[src/rtl/serial_adder.sv]
// serial_adder: bit-serial WIDTH-bit adder built around one full_adder cell.
// A start request in IDLE captures a, b and cin; one bit pair is added per
// clock, LSB first, with the carry held in a flop. The result lands in
// sum/cout together with a one-cycle done pulse, WIDTH+1 cycles after the
// start edge, and is held until the next operation completes.
//
// Ports:
//   clk    sole clock, rising edge
//   rst    asynchronous active-high reset
//   start  request, sampled only in IDLE
//   a, b   WIDTH-bit operands, captured on accepted start
//   cin    carry-in, captured on accepted start
//   busy   high while not IDLE (BUSY or DONE)
//   done   one-cycle pulse, sum/cout valid
//   sum    registered WIDTH-bit result
//   cout   registered carry-out
//
// state | meaning
// ------+------------------------------------------------------------
// IDLE  | waiting for start; sum/cout hold the previous result
// BUSY  | one bit pair per edge through the full_adder, LSB first
// DONE  | result registered, done asserted for this single cycle

module full_adder (
   output logic sum,
   output logic cout,
   input  logic a,
   input  logic b,
   input  logic cin
);
   assign sum  = a ^ b ^ cin;
   assign cout = (a & b) | (cin & (a ^ b));
endmodule

module serial_adder #(
   parameter int WIDTH = 8
) (
   input  logic             clk,
   input  logic             rst,
   input  logic             start,
   input  logic [WIDTH-1:0] a,
   input  logic [WIDTH-1:0] b,
   input  logic             cin,
   output logic             busy,
   output logic             done,
   output logic [WIDTH-1:0] sum,
   output logic             cout
);
   localparam int CW = (WIDTH > 1) ? $clog2(WIDTH) : 1;
   localparam logic [CW-1:0] CNT_LAST = CW'(WIDTH - 1);

   typedef enum logic [1:0] {
      ST_IDLE = 2'd0,
      ST_BUSY = 2'd1,
      ST_DONE = 2'd2
   } state_t;

   state_t           state_q, state_d;
   logic [WIDTH-1:0] a_sh_q, a_sh_d;
   logic [WIDTH-1:0] b_sh_q, b_sh_d;
   logic [WIDTH-1:0] s_sh_q, s_sh_d;
   logic             carry_q, carry_d;
   logic [CW-1:0]    cnt_q, cnt_d;
   logic [WIDTH-1:0] sum_q, sum_d;
   logic             cout_q, cout_d;

   logic fa_sum;
   logic fa_cout;

   full_adder u_fa (
      .sum  (fa_sum),
      .cout (fa_cout),
      .a    (a_sh_q[0]),
      .b    (b_sh_q[0]),
      .cin  (carry_q)
   );

   always_comb begin
      state_d = state_q;
      a_sh_d  = a_sh_q;
      b_sh_d  = b_sh_q;
      s_sh_d  = s_sh_q;
      carry_d = carry_q;
      cnt_d   = cnt_q;
      sum_d   = sum_q;
      cout_d  = cout_q;
      case (state_q)
         ST_IDLE: begin
            if (start) begin
               a_sh_d  = a;
               b_sh_d  = b;
               carry_d = cin;
               cnt_d   = '0;
               s_sh_d  = '0;
               state_d = ST_BUSY;
            end
         end
         ST_BUSY: begin
            a_sh_d  = {1'b0, a_sh_q[WIDTH-1:1]};
            b_sh_d  = {1'b0, b_sh_q[WIDTH-1:1]};
            s_sh_d  = {fa_sum, s_sh_q[WIDTH-1:1]};
            carry_d = fa_cout;
            cnt_d   = cnt_q + CW'(1);
            if (cnt_q == CNT_LAST) begin
               // final bit: the shifted-in sum bit completes the result
               sum_d   = {fa_sum, s_sh_q[WIDTH-1:1]};
               cout_d  = fa_cout;
               state_d = ST_DONE;
            end
         end
         ST_DONE: begin
            state_d = ST_IDLE;
         end
         default: begin
            state_d = ST_IDLE;
         end
      endcase
   end

   always_ff @(posedge clk or posedge rst) begin
      if (rst) begin
         state_q <= ST_IDLE;
         a_sh_q  <= '0;
         b_sh_q  <= '0;
         s_sh_q  <= '0;
         carry_q <= 1'b0;
         cnt_q   <= '0;
         sum_q   <= '0;
         cout_q  <= 1'b0;
      end else begin
         state_q <= state_d;
         a_sh_q  <= a_sh_d;
         b_sh_q  <= b_sh_d;
         s_sh_q  <= s_sh_d;
         carry_q <= carry_d;
         cnt_q   <= cnt_d;
         sum_q   <= sum_d;
         cout_q  <= cout_d;
      end
   end

   assign busy = (state_q != ST_IDLE);
   assign done = (state_q == ST_DONE);
   assign sum  = sum_q;
   assign cout = cout_q;

endmodule

[config.mk]
export PLATFORM = sky130hd
export DESIGN_NAME = serial_adder
export DESIGN_NICKNAME = d
export VERILOG_FILES = /design/src/rtl/serial_adder.sv
export SDC_FILE = /design/constraint.sdc
export NUM_CORES = 1
export LEC_CHECK = 0
export CORE_MARGIN = 2
export CORE_UTILIZATION = 46
export DETAILED_ROUTE_END_ITERATION = 7
export PLACE_DENSITY = 0.74
export RECOVER_POWER = 25
export SLEW_MARGIN = 5
export SYNTH_ARGS = -nofsm -noshare
export SYNTH_HDL_FRONTEND = slang
export SYNTH_SLANG_ARGS = --single-unit
[constraint.sdc]
create_clock -name clk -period 1.3 [get_ports clk]
set_input_delay 0.26 -clock clk [delete_from_list [all_inputs] [get_ports clk]]
set_output_delay 0.26 -clock clk [all_outputs]
set_load 0.03 [all_outputs]
### I/O pins on the die edge, run 1

Scale bar: 20 um. Pins as bars across the die edge, other pins in grey.
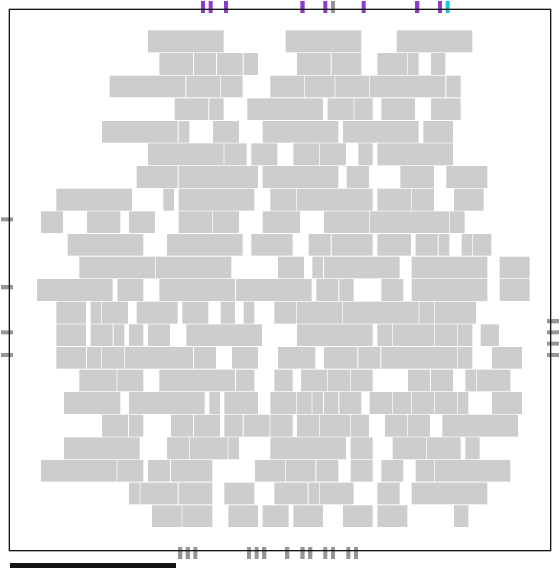
cyan -> clk  # pins 1, direction input, edge north
purple -> sum  # pins 8, direction output, edge north
all pins by edge = 13 south, 10 north, 4 east, 4 west
vertical extent of the die: 64.98 um
x dimension of the die: 64.98 um
count of input and output buffers: 30

### Local utilization, run 1

6 x 6 tiles, from white (low) to dark blue (high), 0 to 100% covered.
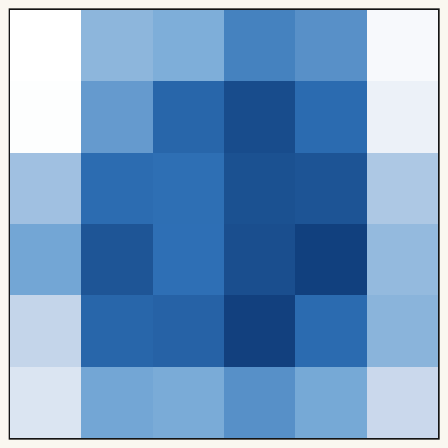
tiles over 75% full = 36%
mean over tiles = 56%
emptiest ninth of the die = north-west
densest ninth of the die = centre
nearly empty tiles = 5.6%
fullest tile = 94%
final core utilization: 67.11%
effective utilization at floorplan: 47.43%
placeable core area: 3606 um^2

==> summary.txt, run 1 <==
flow finished, numbers: number of hold-slack violations in the final timing report=0, cts hold-fix bufs=0, average detailed-routed wire length per instance=16.47 um, Syn Nets=165, Crit Reg-Reg Endpoint=a_sh_q[5], Hold Path Origin=sum[1], drt first-iter violations=97, Overall Power=5.574 mW, flip-flop and latch count after synthesis=38, worst path setup slack after routing=-80.37 ps, average via count per standard cell=5.532, peak supply drop=1044 uV, number of design rule violations left after detail routing=0, final cycle utilization of the critical path=106.2%, Startpoint Class=flop, Longest Clk Path Bufs=2, count of instantiated cells in the yosys netlist=142, Final setup viols=15, number of iterations in the first detailed-routing pass=4, Antenna Violating Nets Remaining=0, aggregate routed wire length=4118 um, setup skew after layout=3.413 ps, final setup TNS=-771.3 ps, yosys warning tally=0, synthesis-to-finish area growth=41.48%, worst slack at placement=-348.6 ps, Max-slew headroom=45.69%, Root Buffer=clkbuf_8, transition at the pin with the smallest max-transition slack=814.6 ps, post-synthesis sequential area ratio=55.60%, unrepaired setup endpoints after global routing=true, Setup Crit Path Kind=flop to output pin, antenna diode instance count=0, share of final-layout standard cells stronger than drive strength 1=38.12%, worst reg2reg setup slack=-80 ps, routability congestion estimate from global placement=0.8764, first-pass GRT wire length=6879 um, critical path launch point=state_q[0], number of enable flip-flop cells=0, Log Warnings=29, clock tree from TritonCTS=built, IO Count=31, area reported by Yosys stat=1710 um^2, largest fanout on the critical path=4, Static Leak=1.100 nW, Rows=22, total clock buffers created by CTS=5, total placed instance area=2171 um^2, class of the most critical hold timing path=flop to flop, Clock Pin Slew Worst Setup and Hold Paths=70 ps, count of mapped cells out of synthesis=142, Via Count=1383, FFs w/ async S/R, synth=100.0%, final hold slack=504.8 ps, Post-Syn Area per Cell=12.05 um^2, Hold Path Cell Cnt=1, nature of the critical path endpoint=output pin, cell depth of the worst flop-to-flop path=4, clock insertion delay at the later pin of the skew report=280 ps, total global routing overflow=0, clock sinks=38, data required time at the worst endpoint=1040 ps, total power divided by cell area=2303 nW/um^2, number of antenna violations at the first check in global routing=0, Max-cap violations=0, Detailed Place HPWL=2579 um, via count of the first global-routing pass=1480, Total GRT Usage=21.56%, Max Clock Freq=0.7244 GHz, final number of max-transition violations=0, failing checks=negative setup slack, netlist area before placement=1710 um^2, distinct lib cells=29, pin count of the biggest net entering global routing=39, Layout Nets=224, deepest level of the CTS H-tree=2, chip area=4222 um^2, final design area excluding fillers=2420 um^2, reg2reg start=state_q[0], final worst path period need=1380 ps, flip-flop cell with the highest count after synthesis=dfrtp_1, hold path endpoint=sum[1], arrival time worst endpoint=1120 ps, outcome=finished, violations left
### Close-up of the layout, run 1

Window x 39 to 59, y 39 to 59 um. Cells in grey, sequential cells in the stronger grey; small squares are vias.
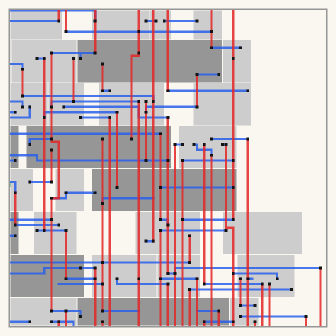
green -> M3
red -> M2
blue -> M1
netlist names of flops here include = s_sh_q (2)
most frequent = dfrtp_1 (4)
sequential cells in the window = 5
cells with their middle in the window = 25

[run 1: cells in the mapped netlist, drive strengths merged, types with 2 or more instances]
| library cell | number | area, um^2 |
|---|---|---|
| nand2b | 5 | 31.28 |
| dfrtp | 38 | 950.9 |
| nand3b | 2 | 15.01 |
| o21ai | 7 | 35.03 |
| a221o | 2 | 20.02 |
| mux2 | 9 | 101.4 |
| nor2 | 3 | 13.77 |
| a22o | 9 | 78.83 |
| nor3b | 11 | 82.58 |
| o22a | 7 | 61.31 |
| buf | 7 | 48.79 |
| a21oi | 8 | 40.04 |
| inv | 10 | 37.54 |
| o221a | 2 | 22.52 |
| a221oi | 3 | 26.28 |
| nor2b | 5 | 38.78 |
| ha | 2 | 25.02 |
| nand2 | 6 | 30.03 |
[run 1: kinds of logic after synthesis]
logic type / Yosys count / synth area share, %
fa+ha+maj: 3 / 2.633
mux: 9 / 5.926
flops: 38 / 55.60
buf+inv: 18 / 5.267
compound gates: 40 / 17.48
simple gates: 34 / 13.09
[run 1: final cells by class]
cell class	count	area (um^2)
clock buffer	7	86.33
clock inverter	1	5.005
fill	285	1186
inverter	10	37.54
multi-input combinational	87	768.2
sequential	38	953.4
tap	48	60.06
timing repair buffer	59	509.2
[run 1: routing by layer]
metal | share of wire (%) | track usage [%] | vias up
met2 | 54 | 37.76 | 33
met4 | 1.2 | 6.383 | 0
li1 | - | - | 627
met1 | 41 | 27.28 | 716
met3 | 3.9 | 3.646 | 7
met5 | 0 | 0 | -
[run 1: sequential cells by signal (all words and copies together) (netlist names)]
register  flops
a_sh_q        8
b_sh_q        8
sum           8
s_sh_q        7
cnt_q         3
state_q       2
carry_q       1
cout          1
[run 1: through the flow]
step	util [%]	instances
2_1_floorplan	-	142
3_3_place_gp	60.20	231
3_5_place_dp	60.20	231
4_1_cts	66.62	250
5_1_grt	67.11	250
6_report	67.11	250
[run 1: worst max-delay path by stage]
stage	to	slack [ps]	cells after the start
final	busy	-80	4
after CTS	busy	-80	4
after detailed placement	cnt_q[0]	-350	5
after global routing	busy	-120	4
after global placement	a_sh_q[0]	-270	5
after floorplan	cout	-20	4
[run 1: worst max-delay path, stage by stage, from the launching register on]
cell and delay (ps):
dfrtp_2 460, buf_6 140, nor2_4 80, inv_2 40, buf_6 130
[run 1: power by group]
group	total, mW	internal, mW	leakage, nW	switching, mW
logic	2.68	1.37	0.589	1.30
registers	2.08	1.72	0.463	0.358
clock network	0.818	0.428	0.0482	0.390
total	5.57	3.52	1.10	2.05
[run 1: cell usage in the layout, fill, tap and decap left out, drive strengths merged, types with 5 or more instances in the layout]
cell,instances
clkdlybuf4s50,18
clkbuf,10
nand2b,5
dfrtp,38
inv,10
nand2,7
o22a,7
nor2b,5
nor3b,11
o21ai,7
a22o,9
a21oi,8
buf,34
mux2,9
[run 1: what timing repair did]
| action | in CTS | in global routing |
|---|---|---|
| cloned | 1 | 0 |
| buffers inserted | 10 | 0 |
| gates resized | 27 | 16 |
| pin swaps | 3 | 7 |
| endpoints found under the setup margin | 40 | 39 |
==> inputs of run 2 (changes only) <==
--- a/config.mk
+++ b/config.mk
@@ -5,7 +5,6 @@
 export SDC_FILE = /design/constraint.sdc
 export NUM_CORES = 1
 export LEC_CHECK = 0
-export CORE_MARGIN = 2
 export CORE_UTILIZATION = 46
 export DETAILED_ROUTE_END_ITERATION = 7
 export PLACE_DENSITY = 0.74
### Local utilization, run 2

6 x 6 tiles, from white (low) to dark blue (high), 0 to 100% covered.
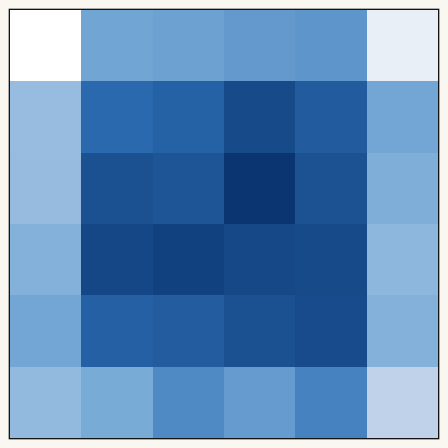
nearly empty tiles = 2.8%
mean over tiles = 64%
emptiest ninth of the die = north-west
fullest tile = 98%
tiles over 75% full = 44%
effective utilization at floorplan: 49.69%
placeable core area: 3442 um^2
final core utilization: 75.03%

### Close-up of the layout, run 2

Window x 37 to 57, y 37 to 57 um. Cells in grey, sequential cells in the stronger grey; small squares are vias.
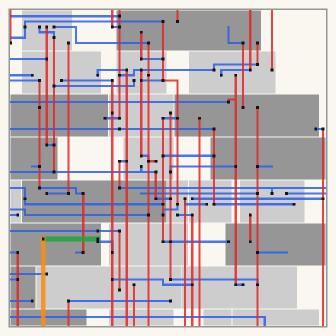
blue -> M1
red -> M2
green -> M3
orange -> M4
sequential cells in the window = 7
cells with their middle in the window = 19
netlist names of flops here include = s_sh_q (3), cnt_q (2), sum (2)
most frequent = dfrtp_1 (7), a22o_1 (3)

==> run 2 against run 1 <==
The run still ends with negative setup slack left. Routed wire length rose by 6.2%. Global-route usage is 0.99 points higher. Sequential power about the same. Largest cell class unchanged. Hold slack improved by 1.3 ps. Sequential share of layout area down 2.5 points. Maximum frequency shrank 2.9%. Largest power group unchanged.
==> summary.txt, run 2 <==
flow finished, numbers: Final setup viols=19 (+4), total placed instance area=2171 um^2 (unchanged), worst path setup slack after routing=-121.8 ps (-41.46 ps), cell family contributing the most delay on the critical path=flip-flops, total power divided by cell area=2449 nW/um^2 (+6.3%), data required time at the worst endpoint=1040 ps (about the same), final cycle utilization of the critical path=109.4% (+3.2 points), flip-flop and latch count after synthesis=38 (unchanged), final number of max-transition violations=0 (unchanged), Startpoint Class=flop, final design area excluding fillers=2582 um^2 (+6.7%), cts hold-fix bufs=0 (unchanged), critical path cell sequence=buf_4 -> nor2_4 -> inv_2 -> buf_6, nature of the critical path endpoint=output pin, Log Warnings=29 (unchanged), share of power burned in registers=33.0% (-4.3 points), vertical extent of the die=62.98 um (-3.1%), drt first-iter violations=117 (+21%), share of final-layout standard cells stronger than drive strength 1=43.41% (+5.3 points), FFs w/ async S/R, synth=100.0% (unchanged), yosys warning tally=0 (unchanged), Via Count=1394 (+0.80%), switching part of the total power=35.39% (-1.4 points), Static Leak=1.184 nW (+7.6%), Setup Crit Path Kind=flop to output pin, flip-flop cell with the highest count after synthesis=dfrtp_1, clock insertion delay at the later pin of the skew report=290 ps (about the same), Rows=21 (-4.5%), deepest level of the CTS H-tree=2 (unchanged), power share of the clock group=19.1% (+4.4 points), setup skew after layout=3.518 ps (+0.1054 ps), peak supply drop=1062 uV (+1.8%), Internal Dissipation=4.086 mW (+16%), share of power burned in combinational logic=47.8% (-0.3 points), Detailed Place HPWL=2487 um (-3.6%), depth of the critical timing path with buffers and inverters included=4 (unchanged), final cell count without fillers=251 (+0.40%), total clock buffers created by CTS=5 (unchanged), distinct lib cells=29 (unchanged), Root Buffer=clkbuf_8, final worst path period need=1422 ps (+41.46 ps), area share of the leading cell type in the synthesized netlist=55.60% (unchanged), total global routing overflow=0 (unchanged), pin count of the biggest net entering global routing=39 (unchanged), average detailed-routed wire length per instance=17.43 um (+5.8%), slowest stage cell on the critical path=dfrtp_2, IO Count=31 (unchanged), clock sinks=38 (unchanged), count of instantiated cells in the yosys netlist=142 (unchanged), Antenna Violating Nets Remaining=0 (unchanged), library cell with the highest instance count after synthesis=dfrtp_1, Syn Nets=165 (unchanged), Layout Nets=227 (+1.3%), number of iterations in the first detailed-routing pass=4 (unchanged), aggregate routed wire length=4374 um (+6.2%), number of antenna violations at the first check in global routing=0 (unchanged), commonest cells in the netlist=dfrtp_1 (38), nor3b_1 (11), inv_1 (10), a22o_1 (9), mux2_2 (9), final setup TNS=-1347 ps (-575.5 ps), antenna diode instance count=0 (unchanged), count of input and output buffers=30 (unchanged), most common cell after layout, fill and taps aside=dfrtp_1, switching pwr=2.239 mW (+9.0%), Clock Pin Slew Worst Setup and Hold Paths=80 ps (about the same), synthesis-to-finish area growth=50.99%, largest fanout on the critical path=4 (unchanged), unrepaired setup endpoints after global routing=true, routability congestion estimate from global placement=0.8496 (-3.1%), final hold slack=506.0 ps (+1.253 ps), number of hold-slack violations in the final timing report=0 (unchanged), most used cells in the layout excluding fill and tap cells=dfrtp_1 (36), buf_4 (24), clkdlybuf4s50_1 (18), outcome=finished, violations left, post-synthesis sequential area ratio=55.60% (unchanged), failing checks=negative setup slack, number of enable flip-flop cells=0 (unchanged)
-- run 2: cell counts after synthesis --
Identical to the previous run, type by type.
-- run 2: what timing repair did --
item	in CTS	in global routing
setup buffers	9	5
gates resized	33	32
setup endpoints to repair	17	40
pin swaps	3	10
gates cloned	1	0
-- run 2: area by class of cell --
type	instances	area (um^2)
well taps	46	57.56
multi-input cells	87	819.5
inverters	10	37.54
clock buffers	5	68.82
repair buffers	62	576.8
clock inverters	3	68.82
fillers	219	859.6
flip-flops and latches	38	953.4
-- run 2: routing by layer --
layer  routed length (um)  track usage (%)  vias to the layer above  part of all wire, %
li1                     -                -                      635                    -
met1                 1832            26.13                      707                   42
met2                 2254            36.83                       43                   52
met3                  212            7.299                        9                  4.8
met4                   74            11.92                        0                  1.7
met5                    0                0                        -                    0
-- run 2: worst paths after layout --
| kind | from | end | slack, ps |
|---|---|---|---|
| min in group clk | b[7] | b_sh_q[7] | 510 |
| setup / recovery | state_q[0] | busy | -120 |
| hold reg to reg | sum[3] | sum[3] | 510 |
| hold / removal | rst | carry_q | 510 |
| max in group asynchronous | rst | state_q[1] | 220 |
| setup reg to reg | state_q[1] | sum[5] | -120 |
-- run 2: worst min-delay path: stages --
cell             delay [ps]
clkdlybuf4s50_1         390
inv_1                    40
buf_2                   640
-- run 2: metrics by stage --
step | total power [mW] | util (%) | worst slack [ps]
6_report | 6.325 | 75.03 | -121.8
5_1_grt | 6.641 | 75.03 | -154.0
4_1_cts | 5.958 | 72.12 | -117.6
3_5_place_dp | 4.399 | 63.07 | -288.8
3_3_place_gp | 4.301 | 63.07 | -235.8
2_1_floorplan | 3.553 | - | -15.88
-- run 2: logic make-up after synthesis --
group	share of synthesized area (%)
fa+ha+maj	2.633
simple gates	13.09
buf+inv	5.267
mux	5.926
flops	55.60
compound gates	17.48
-- run 2: power by group through the flow --
stage	clock network [mW]	logic [mW]	registers [mW]
global route	1.27	3.23	2.14
floorplan	0	1.34	2.21
detailed placement	0	2.33	2.07
CTS	1.22	2.68	2.06
global placement	0	2.25	2.05
finish	1.21	3.03	2.09
==> inputs of run 3 (changes only) <==
--- a/config.mk
+++ b/config.mk
@@ -5,11 +5,13 @@
 export SDC_FILE = /design/constraint.sdc
 export NUM_CORES = 1
 export LEC_CHECK = 0
-export CORE_UTILIZATION = 46
+export CORE_MARGIN = 2
+export CORE_UTILIZATION = 52
 export DETAILED_ROUTE_END_ITERATION = 7
-export PLACE_DENSITY = 0.74
+export PLACE_DENSITY = 0.79
 export RECOVER_POWER = 25
 export SLEW_MARGIN = 5
 export SYNTH_ARGS = -nofsm -noshare
 export SYNTH_HDL_FRONTEND = slang
+export SYNTH_HIERARCHICAL = 1
 export SYNTH_SLANG_ARGS = --single-unit
==> constraint.sdc (replaced) <==
create_clock -name clk -period 1.31 [get_ports clk]
set_input_delay 0.262 -clock clk [delete_from_list [all_inputs] [get_ports clk]]
set_output_delay 0.262 -clock clk [all_outputs]
set_load 0.03 [all_outputs]
### Cell outlines without signal wires, run 3

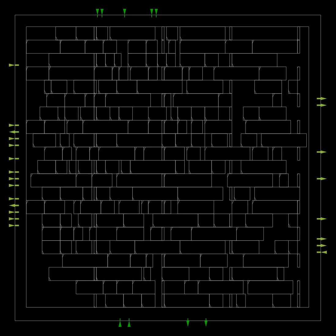
number of sequential storage elements: 38
Rows: 21

### Local utilization, run 3

6 x 6 tiles, from white (low) to dark blue (high), 0 to 100% covered.
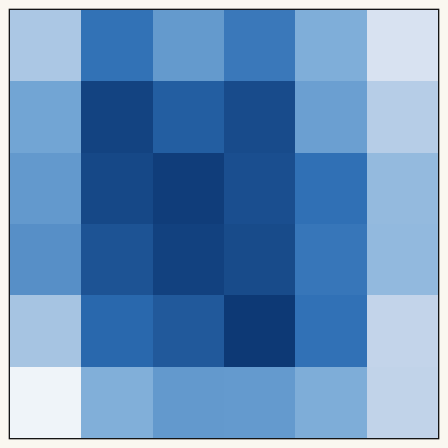
tiles over 75% full = 33%
mean over tiles = 62%
fullest tile = 97%
densest ninth of the die = centre

==> run 3 against run 2 <==
Hold slack got worse by 20 ps. Flip-flop count did not move. Die size fell by 2.4%. The run still ends with negative setup slack left. First-iteration DRC count decreased by 38%. Non-clock buffer count is 2 lower. Synthesized cell count grew 1.4%. Highest routed layer unchanged. Clock power down 52%. Critical path depth shrank 1. Final cell count down 1.2%.
==> summary.txt, run 3 <==
flow finished, numbers: switching pwr=2.091 mW (-6.6%), drt first-iter violations=72 (-38%), pin count of the biggest net entering global routing=39 (unchanged), Crit Reg-Reg Endpoint=sum[3], number of iterations in the first detailed-routing pass=4 (unchanged), flip-flop and latch count after synthesis=38 (unchanged), Max-slew headroom=38.71%, Layout Nets=225 (-0.88%), Static Leak=1.159 nW (-2.1%), critical path cell sequence=buf_6 -> nor2b_4 -> buf_6, routing usage on met2=39.95% (+3.1 points), Clock Pin Slew Worst Setup and Hold Paths=110 ps (+30 ps), x dimension of the die=62.23 um, distinct lib cells=26 (-10%), worst path setup slack after routing=-143.1 ps (-21.25 ps), share of power burned in registers=37.7% (+4.7 points), total global routing overflow=0 (unchanged), IO Count=31 (unchanged), average via count per standard cell=5.581, final design area excluding fillers=2451 um^2 (-5.1%), most used cells in the layout excluding fill and tap cells=dfrtp_1 (37), buf_4 (22), clkdlybuf4s50_1 (18), switching part of the total power=38.24% (+2.8 points), global routing usage on met3=5.435% (-1.9 points), aggregate routed wire length=4240 um (-3.1%), Detailed Place HPWL=2595 um (+4.4%), number of hold-slack violations in the final timing report=0 (unchanged), final cycle utilization of the critical path=110.9%, largest stage delay on the critical path=470 ps, count of input and output buffers=30 (unchanged), transition at the pin with the smallest max-transition slack=919.4 ps, hold path endpoint=b_sh_q[7], most common cell after layout, fill and taps aside=dfrtp_1, antenna diode instance count=0 (unchanged), Total GRT Usage=23.56%, Post-Syn Area per Cell=12.24 um^2, number of enable flip-flop cells=0 (unchanged), clock insertion delay at the later pin of the skew report=340 ps (+50 ps), outcome=finished, violations left, Overall Power=5.467 mW (-14%), average detailed-routed wire length per instance=17.10 um (-1.9%), total clock buffers created by CTS=5 (unchanged), Final setup viols=31 (+12), effective utilization at floorplan=53.68% (+4.0 points), Max Clock Freq=0.6882 GHz, peak supply drop=961.7 uV (-9.4%), Antenna Violating Nets Remaining=0 (unchanged), slowest stage cell on the critical path=dfrtp_2, final setup TNS=-2179 ps (-832.3 ps), final number of max-transition violations=0 (unchanged), via count of the first global-routing pass=1383, yosys warning tally=6 (+6), Via Count=1384 (-0.72%), clock tree from TritonCTS=built, area share of the leading cell type in the synthesized netlist=53.94% (-1.7 points), cell seen most often among critical-path stages=buf_6, number of design rule violations left after detail routing=0, area reported by Yosys stat=1763 um^2, Hold Path Cell Cnt=3, cell family contributing the most delay on the critical path=flip-flops, flip-flop cell with the highest count after synthesis=dfrtp_1, count of instantiated cells in the yosys netlist=144 (+1.4%), cell type contributing the most total cell area after synthesis=dfrtp_1, netlist area before placement=1763 um^2, Longest Clk Path Bufs=2, post-synthesis sequential area ratio=53.94% (-1.7 points), commonest cells in the netlist=dfrtp_1 (38), o21ai_0 (10), a22o_1 (9), mux2_4 (9), clock sinks=38 (unchanged), cell depth of the worst flop-to-flop path=4, cell types with the largest area share after synthesis=dfrtp_1 (54%), mux2_4 (7.7%), a22o_1 (4.5%), final worst path period need=1453 ps, Internal Dissipation=3.376 mW (-17%), setup skew after layout=5.806 ps (+2.288 ps), first-pass GRT wire length=7003 um, global-route layer with the greatest usage=met2, unrepaired setup endpoints after global routing=true, worst reg2reg setup slack=-130 ps (about the same), placeable core area=3284 um^2 (-4.6%), deepest level of the CTS H-tree=2 (unchanged), Root Buffer=clkbuf_4, Max-cap violations=0, total placed instance area=2237 um^2 (+3.1%), vertical extent of the die=62.23 um (-1.2%), share of final-layout standard cells stronger than drive strength 1=39.11% (-4.3 points), Syn Nets=167 (+1.2%), routability congestion estimate from global placement=0.8119 (-4.4%), total power divided by cell area=2230 nW/um^2 (-8.9%), arrival time worst endpoint=1190 ps, nature of the critical path endpoint=output pin, synthesis-to-finish area growth=39.03%, total buffers and inverters traversed by the critical path=2, Setup Crit Path Kind=flop to output pin, final hold slack=486.5 ps (-19.52 ps), reg2reg start=state_q[0], power share of the clock group=10.7% (-8.4 points), data required time at the worst endpoint=1050 ps (about the same), library cell with the highest instance count after synthesis=dfrtp_1, FFs w/ async S/R, synth=100.0% (unchanged), number of antenna violations at the first check in global routing=0 (unchanged), class of the most critical hold timing path=input port to flop, Startpoint Class=flop, largest fanout on the critical path=3 (-1), Log Warnings=29 (unchanged), count of mapped cells out of synthesis=144, chip area=3872 um^2, met1 layer usage reported by global route=30.56% (+4.4 points), share of power burned in combinational logic=51.5% (+3.7 points), Hold Path Origin=b[7], failing checks=negative setup slack
run 3: netlist changes by cell type after synthesis, sizes merged:
| cell | before | now |
|---|---|---|
| a221o | 2 | 5 |
| nand2 | 6 | 9 |
| nand2b | 5 | 8 |
| nor3b | 11 | 8 |
| o21ai | 7 | 10 |
| a21oi | 8 | 6 |
| inv | 10 | 8 |
| o22a | 7 | 5 |
| a211oi | 1 | 0 |
| and2b | 1 | 0 |
| buf | 7 | 8 |
| nor2b | 5 | 6 |
| nor3 | 1 | 0 |
run 3: timing repair:
| action | CTS | global route |
|---|---|---|
| buffers inserted | 9 | 0 |
| setup endpoints to repair | 29 | 43 |
| hold buffers | 0 | 0 |
| pin swaps | 1 | 4 |
| resized | 36 | 29 |
run 3: how the worst max path moves through the flow:
stage                from         to  slack (ps)  depth (start not counted)
2_1_floorplan  state_q[1]       done         -30                          4
3_3_place_gp        start  s_sh_q[1]        -250                          4
3_5_place_dp        start  s_sh_q[6]        -300                          4
4_1_cts        state_q[0]       done        -160                          3
5_1_grt        state_q[0]       done        -190                          3
6_report       state_q[0]       done        -140                          3
run 3: layer usage:
layer  up-vias  share of wire, %  wire length [um]
met5         -                 0                 0
met2        46                52              2217
li1        631                 -                 -
met4         0               2.4               102
met3        11               5.0               212
met1       696                40              1708
run 3: kinds of logic (layout without fill, tap and decap cells):
kind of cell,count (synthesis),after routing,synth area share (%)
buffers and inverters,17,75,5.039
flip-flops,38,38,53.94
multiplexers,9,9,7.665
adder cells (fa/ha/maj),3,3,2.555
AND/OR/NAND/NOR,36,36,13.27
AND-OR/OR-AND,41,41,17.53
run 3: area by class of cell:
class,count,area (um^2)
clock buffer,5,37.54
clock inverter,2,10.01
fill,229,833.3
inverter,8,30.03
multi-input combinational,89,827.0
sequential,38,952.2
tap,46,57.56
timing repair buffer,60,536.8
run 3: power groups by stage:
stage | clock network, mW | logic, mW | registers, mW
2_1_floorplan | 0 | 1.42 | 2.22
3_3_place_gp | 0 | 2.37 | 2.05
3_5_place_dp | 0 | 2.47 | 2.09
4_1_cts | 0.601 | 2.66 | 2.06
5_1_grt | 0.657 | 3.06 | 2.14
6_report | 0.586 | 2.82 | 2.06
run 3: worst register-to-register path, stage by stage (launching register included):
cell	delay (ps)
dfrtp_2	440
buf_4	200
nor2b_4	250
nand2_8	120
mux2_4	320
run 3: through the flow:
step           setup WS, ps  util [%]  instances
6_report             -143.1     74.63        248
5_1_grt              -192.3     74.63        248
4_1_cts              -161.1     73.33        248
3_5_place_dp         -302.5     68.11        232
3_3_place_gp         -249.2     68.11        232
2_1_floorplan        -32.89         -        144
Power and IR drop assume default switching activity.
